File: src/rtl/wb_interconnect_n_if.sv
// Wishbone bundle between the Caravel-side master and the N slave ports of wb_interconnect_n.
// The slave modport is the interconnect's view; master is the surrounding environment's view.
interface wb_interconnect_n_if #(
  parameter int NUM_SLAVES = 4
);
  logic                    wbs_cyc_i;
  logic                    wbs_stb_i;
  logic                    wbs_we_i;
  logic [3:0]              wbs_sel_i;
  logic [31:0]             wbs_adr_i;
  logic [31:0]             wbs_dat_i;
  logic                    wbs_ack_o;
  logic                    wbs_err_o;
  logic [31:0]             wbs_dat_o;

  logic [NUM_SLAVES-1:0]    wbm_cyc_o;
  logic [NUM_SLAVES-1:0]    wbm_stb_o;
  logic [NUM_SLAVES-1:0]    wbm_we_o;
  logic [4*NUM_SLAVES-1:0]  wbm_sel_o;
  logic [32*NUM_SLAVES-1:0] wbm_adr_o;
  logic [32*NUM_SLAVES-1:0] wbm_dat_o;
  logic [NUM_SLAVES-1:0]    wbm_ack_i;
  logic [32*NUM_SLAVES-1:0] wbm_dat_i;

  modport slave (
    input  wbs_cyc_i, wbs_stb_i, wbs_we_i, wbs_sel_i, wbs_adr_i, wbs_dat_i,
    output wbs_ack_o, wbs_err_o, wbs_dat_o,
    output wbm_cyc_o, wbm_stb_o, wbm_we_o, wbm_sel_o, wbm_adr_o, wbm_dat_o,
    input  wbm_ack_i, wbm_dat_i
  );

  modport master (
    output wbs_cyc_i, wbs_stb_i, wbs_we_i, wbs_sel_i, wbs_adr_i, wbs_dat_i,
    input  wbs_ack_o, wbs_err_o, wbs_dat_o,
    input  wbm_cyc_o, wbm_stb_o, wbm_we_o, wbm_sel_o, wbm_adr_o, wbm_dat_o,
    output wbm_ack_i, wbm_dat_i
  );
endinterface

File: src/rtl/wb_interconnect_n.sv
// Wishbone 1:N interconnect: registered request, windowed decode, timeout and unmapped error termination.
// Define WBMUX_ERR_CAPTURE_EN to add sticky err_addr_o / err_cause_o fault capture outputs.
module wb_interconnect_n #(
  parameter int                       NUM_SLAVES     = 4,
  parameter logic [32*NUM_SLAVES-1:0] BASE_ADDRS     = {32'h3000_3000, 32'h3000_2000,
                                                        32'h3000_1000, 32'h3000_0000},
  parameter logic [8*NUM_SLAVES-1:0]  ADDR_WIDTHS    = {8'd12, 8'd12, 8'd12, 8'd12},
  parameter int                       TIMEOUT_CYCLES = 255
) (
  input  logic                 wb_clk_i,
  input  logic                 wb_rst_i,
  wb_interconnect_n_if.slave   bus,
`ifdef WBMUX_ERR_CAPTURE_EN
  output logic [31:0]          err_addr_o,
  output logic [1:0]           err_cause_o,
`endif
  output logic                 busy_o
);

  typedef enum logic [1:0] {IDLE, ACTIVE, RESP} state_t;

  localparam logic [15:0] TIMEOUT_LAST = 16'(TIMEOUT_CYCLES - 1);

  state_t                r_state;
  state_t                w_state_next;
  logic [31:0]           r_adr;
  logic [31:0]           r_dat;
  logic [31:0]           r_rdata;
  logic [3:0]            r_sel;
  logic                  r_we;
  logic                  r_err;
  logic [NUM_SLAVES-1:0] r_slave;
  logic [15:0]           r_cnt;

  logic                  w_req;
  logic                  w_any_match;
  logic                  w_found;
  logic                  w_sel_ack;
  logic                  w_timeout;
  logic [NUM_SLAVES-1:0] w_match;
  logic [NUM_SLAVES-1:0] w_onehot;
  logic [31:0]           w_sel_rdata;

  assign w_req = bus.wbs_cyc_i & bus.wbs_stb_i;

  genvar gi;
  generate
    for (gi = 0; gi < NUM_SLAVES; gi++) begin : g_decode
      localparam logic [31:0] BASE = BASE_ADDRS[32*gi +: 32];
      localparam int          AW   = int'(ADDR_WIDTHS[8*gi +: 8]);
      // A 32-bit window leaves nothing to compare, so it claims every address.
      if (AW >= 32) begin : g_all
        assign w_match[gi] = 1'b1;
      end else begin : g_win
        assign w_match[gi] = (bus.wbs_adr_i >> AW) == (BASE >> AW);
      end
    end
  endgenerate

  assign w_any_match = |w_match;

  // Overlapping windows resolve to the lowest-numbered slave.
  always_comb begin
    w_onehot = '0;
    w_found  = 1'b0;
    for (int i = 0; i < NUM_SLAVES; i++) begin
      if (w_match[i] && !w_found) begin
        w_onehot[i] = 1'b1;
        w_found     = 1'b1;
      end
    end
  end

  always_comb begin
    w_sel_rdata = '0;
    for (int i = 0; i < NUM_SLAVES; i++) begin
      if (r_slave[i]) begin
        w_sel_rdata = w_sel_rdata | bus.wbm_dat_i[32*i +: 32];
      end
    end
  end

  assign w_sel_ack = |(bus.wbm_ack_i & r_slave);
  assign w_timeout = (r_cnt == TIMEOUT_LAST);

  always_ff @(posedge wb_clk_i) begin
    if (wb_rst_i) begin
      r_state <= IDLE;
    end else begin
      r_state <= w_state_next;
    end
  end

  // Master abort takes precedence; otherwise a late ack still beats the timeout.
  always_comb begin
    w_state_next = r_state;
    case (r_state)
      IDLE: begin
        if (w_req) begin
          w_state_next = w_any_match ? ACTIVE : RESP;
        end
      end
      ACTIVE: begin
        if (!bus.wbs_cyc_i) begin
          w_state_next = IDLE;
        end else if (w_sel_ack || w_timeout) begin
          w_state_next = RESP;
        end
      end
      RESP:    w_state_next = IDLE;
      default: w_state_next = IDLE;
    endcase
  end

  always_ff @(posedge wb_clk_i) begin
    if (wb_rst_i) begin
      r_adr   <= '0;
      r_dat   <= '0;
      r_rdata <= '0;
      r_sel   <= '0;
      r_we    <= 1'b0;
      r_err   <= 1'b0;
      r_slave <= '0;
      r_cnt   <= '0;
    end else begin
      case (r_state)
        IDLE: begin
          r_cnt <= '0;
          if (w_req) begin
            r_adr   <= bus.wbs_adr_i;
            r_dat   <= bus.wbs_dat_i;
            r_sel   <= bus.wbs_sel_i;
            r_we    <= bus.wbs_we_i;
            r_slave <= w_onehot;
            r_err   <= ~w_any_match;
            r_rdata <= '0;
          end
        end
        ACTIVE: begin
          r_cnt <= r_cnt + 16'd1;
          if (bus.wbs_cyc_i) begin
            if (w_sel_ack) begin
              r_rdata <= w_sel_rdata;
              r_err   <= 1'b0;
            end else if (w_timeout) begin
              r_err   <= 1'b1;
            end
          end
        end
        default: begin
        end
      endcase
    end
  end

  assign bus.wbs_ack_o = (r_state == RESP) & ~r_err;
  assign bus.wbs_err_o = (r_state == RESP) &  r_err;
  assign bus.wbs_dat_o = ((r_state == RESP) && !r_err && !r_we) ? r_rdata : 32'd0;
  assign busy_o        = (r_state != IDLE);

  generate
    for (gi = 0; gi < NUM_SLAVES; gi++) begin : g_port
      assign bus.wbm_cyc_o[gi]         = (r_state == ACTIVE) & r_slave[gi];
      assign bus.wbm_stb_o[gi]         = (r_state == ACTIVE) & r_slave[gi];
      assign bus.wbm_we_o[gi]          = r_we;
      assign bus.wbm_sel_o[4*gi +: 4]  = r_sel;
      assign bus.wbm_adr_o[32*gi +: 32] = r_adr;
      assign bus.wbm_dat_o[32*gi +: 32] = r_dat;
    end
  endgenerate

`ifdef WBMUX_ERR_CAPTURE_EN
  logic [31:0] r_err_addr;
  logic [1:0]  r_err_cause;

  always_ff @(posedge wb_clk_i) begin
    if (wb_rst_i) begin
      r_err_addr  <= '0;
      r_err_cause <= '0;
    end else if ((r_state == IDLE) && w_req && !w_any_match) begin
      r_err_addr  <= bus.wbs_adr_i;
      r_err_cause <= 2'b01;
    end else if ((r_state == ACTIVE) && bus.wbs_cyc_i && !w_sel_ack && w_timeout) begin
      r_err_addr  <= r_adr;
      r_err_cause <= 2'b10;
    end
  end

  assign err_addr_o  = r_err_addr;
  assign err_cause_o = r_err_cause;
`endif

endmodule
File: src/flat_wrapper.sv
// flat-port wrapper written by rule: the top's interface ports become plain ports
module wb_interconnect_n_flat 
#(
  parameter int                       NUM_SLAVES     = 4,
  parameter logic [32*NUM_SLAVES-1:0] BASE_ADDRS     = {32'h3000_3000, 32'h3000_2000,
                                                        32'h3000_1000, 32'h3000_0000},
  parameter logic [8*NUM_SLAVES-1:0]  ADDR_WIDTHS    = {8'd12, 8'd12, 8'd12, 8'd12},
  parameter int                       TIMEOUT_CYCLES = 255
)
  (wb_clk_i, wb_rst_i, busy_o, bus_wbs_cyc_i, bus_wbs_stb_i, bus_wbs_we_i, bus_wbs_sel_i, bus_wbs_adr_i, bus_wbs_dat_i, bus_wbs_ack_o, bus_wbs_err_o, bus_wbs_dat_o, bus_wbm_cyc_o, bus_wbm_stb_o, bus_wbm_we_o, bus_wbm_sel_o, bus_wbm_adr_o, bus_wbm_dat_o, bus_wbm_ack_i, bus_wbm_dat_i);
  wb_interconnect_n_if #(.NUM_SLAVES(NUM_SLAVES)) bus_i ();
  input  logic wb_clk_i;
  input  logic wb_rst_i;
  output logic busy_o;
  input wire logic [$bits(bus_i.wbs_cyc_i)-1:0] bus_wbs_cyc_i;
  input wire logic [$bits(bus_i.wbs_stb_i)-1:0] bus_wbs_stb_i;
  input wire logic [$bits(bus_i.wbs_we_i)-1:0] bus_wbs_we_i;
  input wire logic [$bits(bus_i.wbs_sel_i)-1:0] bus_wbs_sel_i;
  input wire logic [$bits(bus_i.wbs_adr_i)-1:0] bus_wbs_adr_i;
  input wire logic [$bits(bus_i.wbs_dat_i)-1:0] bus_wbs_dat_i;
  output wire logic [$bits(bus_i.wbs_ack_o)-1:0] bus_wbs_ack_o;
  output wire logic [$bits(bus_i.wbs_err_o)-1:0] bus_wbs_err_o;
  output wire logic [$bits(bus_i.wbs_dat_o)-1:0] bus_wbs_dat_o;
  output wire logic [$bits(bus_i.wbm_cyc_o)-1:0] bus_wbm_cyc_o;
  output wire logic [$bits(bus_i.wbm_stb_o)-1:0] bus_wbm_stb_o;
  output wire logic [$bits(bus_i.wbm_we_o)-1:0] bus_wbm_we_o;
  output wire logic [$bits(bus_i.wbm_sel_o)-1:0] bus_wbm_sel_o;
  output wire logic [$bits(bus_i.wbm_adr_o)-1:0] bus_wbm_adr_o;
  output wire logic [$bits(bus_i.wbm_dat_o)-1:0] bus_wbm_dat_o;
  input wire logic [$bits(bus_i.wbm_ack_i)-1:0] bus_wbm_ack_i;
  input wire logic [$bits(bus_i.wbm_dat_i)-1:0] bus_wbm_dat_i;
  assign bus_i.wbs_cyc_i = bus_wbs_cyc_i;
  assign bus_i.wbs_stb_i = bus_wbs_stb_i;
  assign bus_i.wbs_we_i = bus_wbs_we_i;
  assign bus_i.wbs_sel_i = bus_wbs_sel_i;
  assign bus_i.wbs_adr_i = bus_wbs_adr_i;
  assign bus_i.wbs_dat_i = bus_wbs_dat_i;
  assign bus_wbs_ack_o = bus_i.wbs_ack_o;
  assign bus_wbs_err_o = bus_i.wbs_err_o;
  assign bus_wbs_dat_o = bus_i.wbs_dat_o;
  assign bus_wbm_cyc_o = bus_i.wbm_cyc_o;
  assign bus_wbm_stb_o = bus_i.wbm_stb_o;
  assign bus_wbm_we_o = bus_i.wbm_we_o;
  assign bus_wbm_sel_o = bus_i.wbm_sel_o;
  assign bus_wbm_adr_o = bus_i.wbm_adr_o;
  assign bus_wbm_dat_o = bus_i.wbm_dat_o;
  assign bus_i.wbm_ack_i = bus_wbm_ack_i;
  assign bus_i.wbm_dat_i = bus_wbm_dat_i;
  wb_interconnect_n #(.NUM_SLAVES(NUM_SLAVES), .BASE_ADDRS(BASE_ADDRS), .ADDR_WIDTHS(ADDR_WIDTHS), .TIMEOUT_CYCLES(TIMEOUT_CYCLES)) u_core (.wb_clk_i(wb_clk_i), .wb_rst_i(wb_rst_i), .bus(bus_i), .busy_o(busy_o));
endmodule
File: config.mk
export PLATFORM = sky130hd
export DESIGN_NAME = wb_interconnect_n_flat
export DESIGN_NICKNAME = d
export VERILOG_FILES = /design/src/rtl/wb_interconnect_n_if.sv /design/src/rtl/wb_interconnect_n.sv /design/src/flat_wrapper.sv
export SDC_FILE = /design/constraint.sdc
export NUM_CORES = 1
export LEC_CHECK = 0
export CORE_AREA = 2 2 202 204
export DETAILED_ROUTE_END_ITERATION = 6
export DIE_AREA = 0 0 204 206
export PLACE_DENSITY = 0.58
export SLEW_MARGIN = 20
export SYNTH_ARGS = -nofsm -noshare
export SYNTH_HDL_FRONTEND = slang
export SYNTH_SLANG_ARGS = --single-unit
File: constraint.sdc
create_clock -name wb_clk_i -period 2.55 [get_ports wb_clk_i]
set_clock_uncertainty 0.2 [all_clocks]
set_input_delay 0.51 -clock wb_clk_i [delete_from_list [all_inputs] [get_ports wb_clk_i]]
set_output_delay 0.51 -clock wb_clk_i [all_outputs]
set_load 0.05 [all_outputs]
==> Changelog: implementation, run 1 <==
### Changed

- Sum of routed wire length over all layers: 27.7 mm
- Data arrival time of the critical path: 1.78 ns
- Share of final-layout standard cells stronger than drive strength 1: 9.35%
- Die extent in y: 206 µm
- Predominant post-synthesis flop cell: dfxtp_1
- Iteration tally of the first detailed-router pass: 4
- Critical path buffer and inverter count: 1
- WP depth: 1
- Hold endpoint: u_core.r_cnt[1]
- M3 GR Usage: 3.74%
- H-Tree Level Count: 4
- Largest vdd supply drop: 0.410 mV
- Cycle use final: 97.7%
- Met2 Usage GRT: 21.5%
- Biggest area cells: dfxtp_1 34%, buf_4 22%, nand2_1 11%, a21oi_1 7.6%, a22oi_1 6.5%
- Highest cell delay on the worst timing path: 0.87 ns
- Endpoint type of the worst setup path: primary output
- DIE AREA: 42,000 µm²
- Clock root buffer: clkbuf_16
- Total number of vias: 7,182
- Number of setup violations in the final report: 0
- Area occupied by registers: 2480 µm²
- GP Congestion: 0.811
- Deepest clock path buffer count: 2
- Warnings, synthesis: 0
- Width of the die: 204 µm
- Type of the worst setup path: reg -> out
- Top cells by instance count after synthesis: 212 x buf_4, 210 x nand2_1, 124 x dfxtp_1
- Net Sw Power: 0.00200 W
- Cell-internal power: 0.00422 W
- Initial antenna violation count: 0
- Worst max-slew margin expressed relative to the limit: 52.3%
- Vias in the first global route: 6,655
- Estimated wirelength of the detail-placed design: 21.7 mm
- Post-Syn Area per Cell: 7.63 µm²
- Worst-Skew Late Latency: 0.43 ns
- HP Start: wb_rst_i
- Cell total in the yosys stat output: 945
- Part of the power in registers: 33.3%
- Clock slew at the register clock pins of the worst setup and hold paths: 0.06 ns
- Number of sinks handled by clock tree synthesis: 124
- Final antenna-violating net count: 0
- Switching Fraction: 32.2%
- TritonCTS buffer count: 17
- Power Dens Cells: 496 nW/µm²
- Path type of the worst min-delay path: in -> reg
- Part of the Yosys area used for sequential elements: 34.4%
- CP top delay family: buffers and inverters
- Tally of buffers added on design ports: 523
- Most common cell after layout, fill and taps aside: clkdlybuf4s50_1
- Flops & latches, synth: 124
- Netlist area before placement: 7210 µm²
- Worst-Margin Slew: 0.716 ns
- DR WL met3: 2.09 mm
- Highest routed layer: met4
- Outcome: finished clean
- Clock tree from TritonCTS: yes
- Fin. Hold Viols: 0
- DR DRC count: 0
- Min-Delay Path Depth: 2
- Cell Chain, Critical Path: clkdlybuf4s50_1
- Cell type with the highest aggregate area in the netlist: dfxtp_1
- Async SR Flop Fraction: 0%
- Busiest grt layer: met2
- Setup repair after global routing missed its margin: no
- Count of different cell masters after synthesis: 42
- Combinational gate area: 2900 µm²
- Via density per instance: 4.03
- IO Pins: 524
- DR iter-0 viols: 297
- Wirelength per Cell: 15.5 µm
- Largest fanout of any net on the critical path: 5
- FP Core Util: 17.9%
- Tmin final: 2.49 ns
- Tot Pwr: 0.00622 W
- Share of the synthesized area in the top cell type: 34.4%
- Yosys Chip Area: 7210 µm²
- Post-layout net count: 1,447
- Grt met1 use: 14.2%
- Depth of the worst register-to-register path: 5
- Area growth syn-to-layout: 74.1%
- Fraction of power consumed by the clock network: 40.9%
- Top-count cell post-synth: buf_4
- Cell type of the slowest stage on the worst timing path: clkdlybuf4s50_1
- Most frequent cells in the layout: 451 x clkdlybuf4s50_1, 210 x nand2_1, 124 x dfxtp_1
run 1: through the flow:
stage          instance area [µm²]  utilization (%)  TNS [ns]  std cells  hold WS, ns
2_1_floorplan                 7210                -         0        945        0.249
3_3_place_gp                 11900             29.7         0       1753        0.255
3_5_place_dp                 11900             29.7         0       1753        0.263
4_1_cts                      12500             31.2   -0.0176       1784       0.0570
5_1_grt                      12600             31.2         0       1784       0.0833
6_report                     12600             31.2         0       1784       0.0987
run 1: power groups by stage:
stage	sequential (W)	clock, W	combinational [W]
floorplan	0.00226	0	0.000886
global placement	0.00211	0	0.00162
detailed placement	0.00212	0	0.00163
CTS	0.00207	0.00265	0.00162
global route	0.00208	0.00272	0.00167
finish	0.00207	0.00254	0.00161
run 1: logic make-up after synthesis:
kind of cell    Yosys count  synth area share (%)
compound gates          220                  18.1
mux                       1                 0.156
xor+xnor                 10                  1.21
flops                   124                  34.4
fa+ha+maj                 2                 0.347
buf+inv                 278                  25.8
simple gates            310                  20.0
run 1: final cells by class:
cell class              count  area share [%]
clock buffers              19            3.61
clock inverters            12            1.31
inverters                   8           0.239
multi-input cells         543            23.1
flip-flops and latches    124            19.8
well taps                 532            5.30
repair buffers            546            46.7
run 1: state kept, by name, summed over array words and instances, names as in the netlist:
name / count
u_core.r_state: 2
u_core.r_we: 1
u_core.r_rdata: 32
u_core.r_err: 1
u_core.r_sel: 4
u_core.r_adr: 32
u_core.r_cnt: 16
u_core.r_dat: 32
u_core.r_slave: 4
run 1: repair_timing:
item | 4_1_cts | 5_1_grt
resized | 17 | 10
hold buffers | 0 | 0
setup endpoints to repair | 23 | 45
cloned | 0 | 0
setup buffers | 0 | 0
Fig. 1: run 1, cell outlines without signal wires
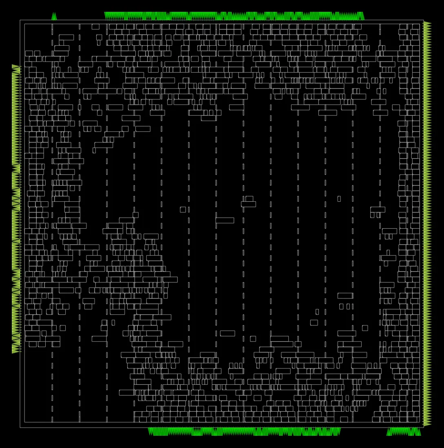
tap cells: 532
filler instances: 4,270
final cell utilization of the core: 31.2%
sequential share of cell area: 19.8%
core box area: 40,200 µm²

Fig. 2: run 1, I/O pins on the die edge
Pins as bars across the die edge, other pins in grey.
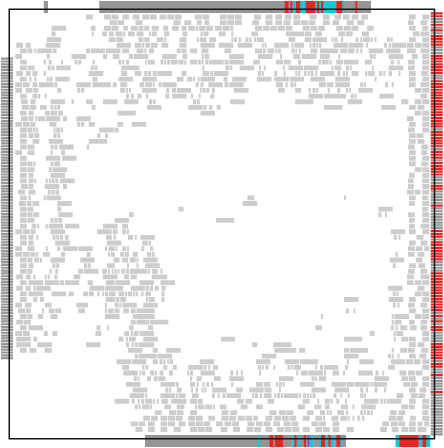
Key: `bus_wbm_dat_o` = red [pins 128, direction output, edge 87 east, 25 south, 16 north]; `bus_wbs_dat_i` = cyan [pins 32, direction input, edge 16 south, 16 north]; `bus_wbs_we_i` = purple [pins 1, direction input, edge south]
All pins by edge: 150 east, 144 north, 123 south, 107 west.

Fig. 3: run 1, cell classes on the final placement
Fill, decap, tap and diode cells in grey.
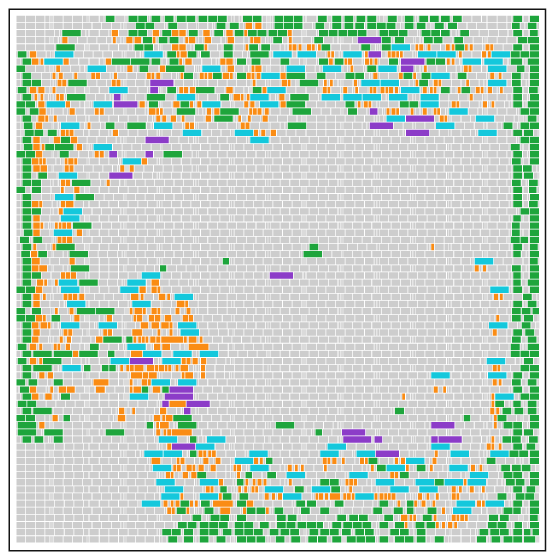
Key: registers = cyan [cells 124, share of their area 21%]; clock drivers and dummy loads = purple [cells 31, share of their area 5.2%]; remaining logic cells = orange [cells 551, share of their area 25%]; remaining buffers and delay cells = green [cells 546, share of their area 49%]

==> run 1 -> run 2 <==
- CAP_MARGIN: default -> 5
Fig. 4: run 2, cell classes on the final placement
Fill, decap, tap and diode cells in grey.
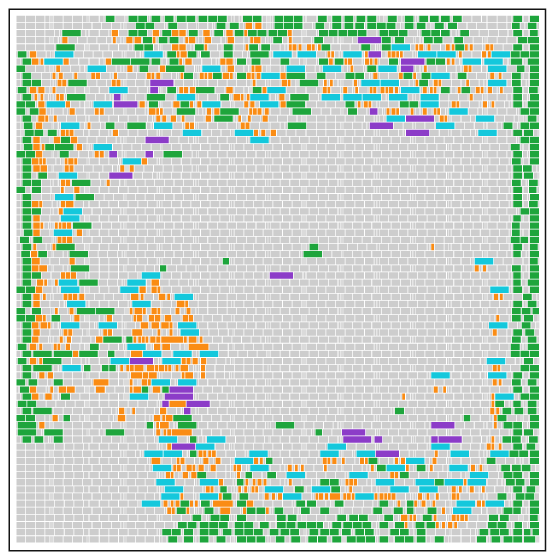
Key: remaining buffers and delay cells = green [cells 546, share of their area 49%]; registers = cyan [cells 124, share of their area 21%]; clock drivers and dummy loads = purple [cells 31, share of their area 5.2%]; remaining logic cells = orange [cells 551, share of their area 25%]

==> run 2 against run 1 <==
Net effect:
- synthesized cell count unchanged
- clock power about the same
- clock-buffer cell count did not move
- global-route usage is the same
- combinational power about the same
- power unchanged
- sequential power about the same
==> Changelog: implementation, run 2 <==
### Changed

- Path type of the worst min-delay path: in -> reg
- Grt met1 use: 14.2%
- DR iter-0 viols: 297
- Setup repair after global routing missed its margin: no
- Worst hold slack across all endpoints: 0.0987 ns
- Number of setup violations in the final report: 0
- Power Dens Cells: 496 nW/µm²
- Iteration tally of the first detailed-router pass: 4
- Net Sw Power: 0.00200 W
- Cell type with the highest aggregate area in the netlist: dfxtp_1
- Max-slew violation total from the final report: 0
- TritonCTS buffer count: 17
- Yosys Chip Area: 7210 µm²
- Endpoint type of the worst setup path: primary output
- Vias in the first global route: 6,655
- Type of the worst setup path: reg -> out
- Combinational share of power: 25.9%
- Min-Delay Path Depth: 2
- Largest vdd supply drop: 0.410 mV
- Predominant post-synthesis flop cell: dfxtp_1
- Busiest grt layer: met2
- Count of different cell masters after synthesis: 42
- Hold endpoint: u_core.r_cnt[1]
- GR Util All Layers: 12.4%
- Post-detailed-placement cell area: 11,900 µm²
- Number of cells in the finished layout apart from fillers: 1,784
- Fin. Hold Viols: 0
- Static leakage: 4.65 nW
- FP Core Util: 17.9%
- Met2 Usage GRT: 21.5%
- Post-Syn Area per Cell: 7.63 µm²
- Netlist area before placement: 7210 µm²
- Filler instances: 4,270
- Type of origin of the critical path: register
- Setup slack on the worst flop-to-flop path: 0.46 ns
- Hold buffer count at CTS: 0
- DIE AREA: 42,000 µm²
- Async SR Flop Fraction: 0%
- Max Clk Rate: 0.402 GHz
- Registers with the highest flip-flop counts: u_core.r_adr: 32 flops, u_core.r_dat: 32 flops, u_core.r_rdata: 32 flops
- Share of the synthesized area in the top cell type: 34.4%
- Most frequent cells in the layout: 451 x clkdlybuf4s50_1, 210 x nand2_1, 124 x dfxtp_1
- Largest net degree at the start of global routing: 62
- Remaining Overflow, GRT: 0
- Tally of buffers added on design ports: 523
- P_seq: 0.00207 W
- Tot Pwr: 0.00622 W
- Highest cell delay on the worst timing path: 0.87 ns
- Data arrival time of the critical path: 1.78 ns
- Diodes inserted: 0
- Depth of the worst register-to-register path: 5
- Wirelength per Cell: 15.5 µm
- Post-synth EDFFs: 0
- Estimated wirelength of the detail-placed design: 21.7 mm
- Width of the die: 204 µm
- Area growth syn-to-layout: 74.1%
- Number of sinks handled by clock tree synthesis: 124
- Reported clock group power: 0.00254 W
- Post-Syn Nets: 1,152
- Share of final-layout standard cells stronger than drive strength 1: 9.35%
- CP top delay family: buffers and inverters
- Fraction of power consumed by the clock network: 40.9%
- Cell total in the yosys stat output: 945
- Flops & latches, synth: 124
- Global-route wire length before repair: 39.1 mm
- Critical path buffer and inverter count: 1
- Dpl cells: 1,753
- Top-count cell post-synth: buf_4
- Warning total across the stage logs: 28
- Tmin final: 2.49 ns
- DR DRC count: 0
- Largest fanout of any net on the critical path: 5
- R2r endpoint: u_core.r_rdata[18]
- Combinational power: 0.00161 W
- Pre-CTS worst setup slack: 0.0459 ns
- Deepest clock path buffer count: 2
- Site row count: 74
- Final setup TNS: 0 ns
- Cell type of the slowest stage on the worst timing path: clkdlybuf4s50_1
- Outcome: finished clean
- Post-CTS setup buffer count: 0
- Clock tree from TritonCTS: yes
- Clock slew at the register clock pins of the worst setup and hold paths: 0.06 ns
- Switching Fraction: 32.2%
- Core box area: 40,200 µm²
- Die extent in y: 206 µm
- Part of the power in registers: 33.3%
- Via density per instance: 4.03
- Cell-internal power: 0.00422 W
- Source of the critical timing path: u_core.r_dat[22]
- Biggest area cells: dfxtp_1 34%, buf_4 22%, nand2_1 11%, a21oi_1 7.6%, a22oi_1 6.5%
- Warnings, synthesis: 0
- HP Start: wb_rst_i
- Initial antenna violation count: 0
- Sum of routed wire length over all layers: 27.7 mm
- Clock root buffer: clkbuf_16
- Cell Chain, Critical Path: clkdlybuf4s50_1
- GP Congestion: 0.811
- IO Pins: 524
- Part of the Yosys area used for sequential elements: 34.4%
- Startpoint of the worst register-to-register path: u_core.r_slave[0]
- Cycle use final: 97.7%
- Worst max-slew margin expressed relative to the limit: 52.3%
- Post-layout net count: 1,447
- Total number of vias: 7,182
- H-Tree Level Count: 4
- Max cap viols: 0
- Most common cell after layout, fill and taps aside: clkdlybuf4s50_1
- Required arrival time at the worst endpoint: 1.84 ns
- M3 GR Usage: 3.74%
- Final antenna-violating net count: 0
- Worst-Skew Late Latency: 0.43 ns
- Top cells by instance count after synthesis: 212 x buf_4, 210 x nand2_1, 124 x dfxtp_1
- Worst-Margin Slew: 0.716 ns
- Final cell utilization of the core: 31.2%
- Final design area excluding fillers: 12,600 µm²
- Post-Syn Instances: 945
- Post-layout worst setup margin: 0.0596 ns
- Largest Pwr Group: the clock network
==> run 2: cell counts after synthesis <==
Identical to the previous run, type by type.
==> run 2: routing by layer <==
layer  routed length [µm]  part of all wire (%)
met1                11100                    40
met2                13900                    50
met3                 2090                   7.6
met4                  586                   2.1
met5                    0                     0
==> run 2: kinds of logic (layout without fill, tap and decap cells) <==
group / count (synthesis) / after routing / synth area share, %
AND/OR/NAND/NOR: 310 / 310 / 20.0
flip-flops: 124 / 124 / 34.4
multiplexers: 1 / 1 / 0.156
buffers and inverters: 278 / 585 / 25.8
XOR/XNOR: 10 / 10 / 1.21
adder cells (fa/ha/maj): 2 / 2 / 0.347
AND-OR/OR-AND: 220 / 220 / 18.1
==> run 2: what timing repair did <==
| item | in CTS | in global routing |
|---|---|---|
| endpoints found under the setup margin | 23 | 45 |
| pin swaps | 0 | 0 |
| resized | 17 | 10 |
| endpoints found under the hold margin | 0 | 0 |
==> run 2: final cells by class <==
type | count | area [µm²] | share of cell area, %
clock buffer | 19 | 453 | 3.61
timing repair buffer | 546 | 5860 | 46.7
sequential | 124 | 2480 | 19.8
inverter | 8 | 30.0 | 0.239
multi-input combinational | 543 | 2900 | 23.1
clock inverter | 12 | 164 | 1.31
tap | 532 | 666 | 5.30
==> run 2: worst max path at each step <==
stage                                    to  slack, ns  cells after the start
final                     bus_wbm_dat_o[22]       0.06                      1
after global routing      bus_wbm_adr_o[37]      0.002                      1
after CTS                 bus_wbs_dat_o[28]      -0.02                      5
after detailed placement       u_core.r_err       0.05                      6
after global placement    u_core.r_state[1]       0.06                      6
after floorplan           bus_wbs_dat_o[10]       0.22                      5
Power and IR drop assume default switching activity.
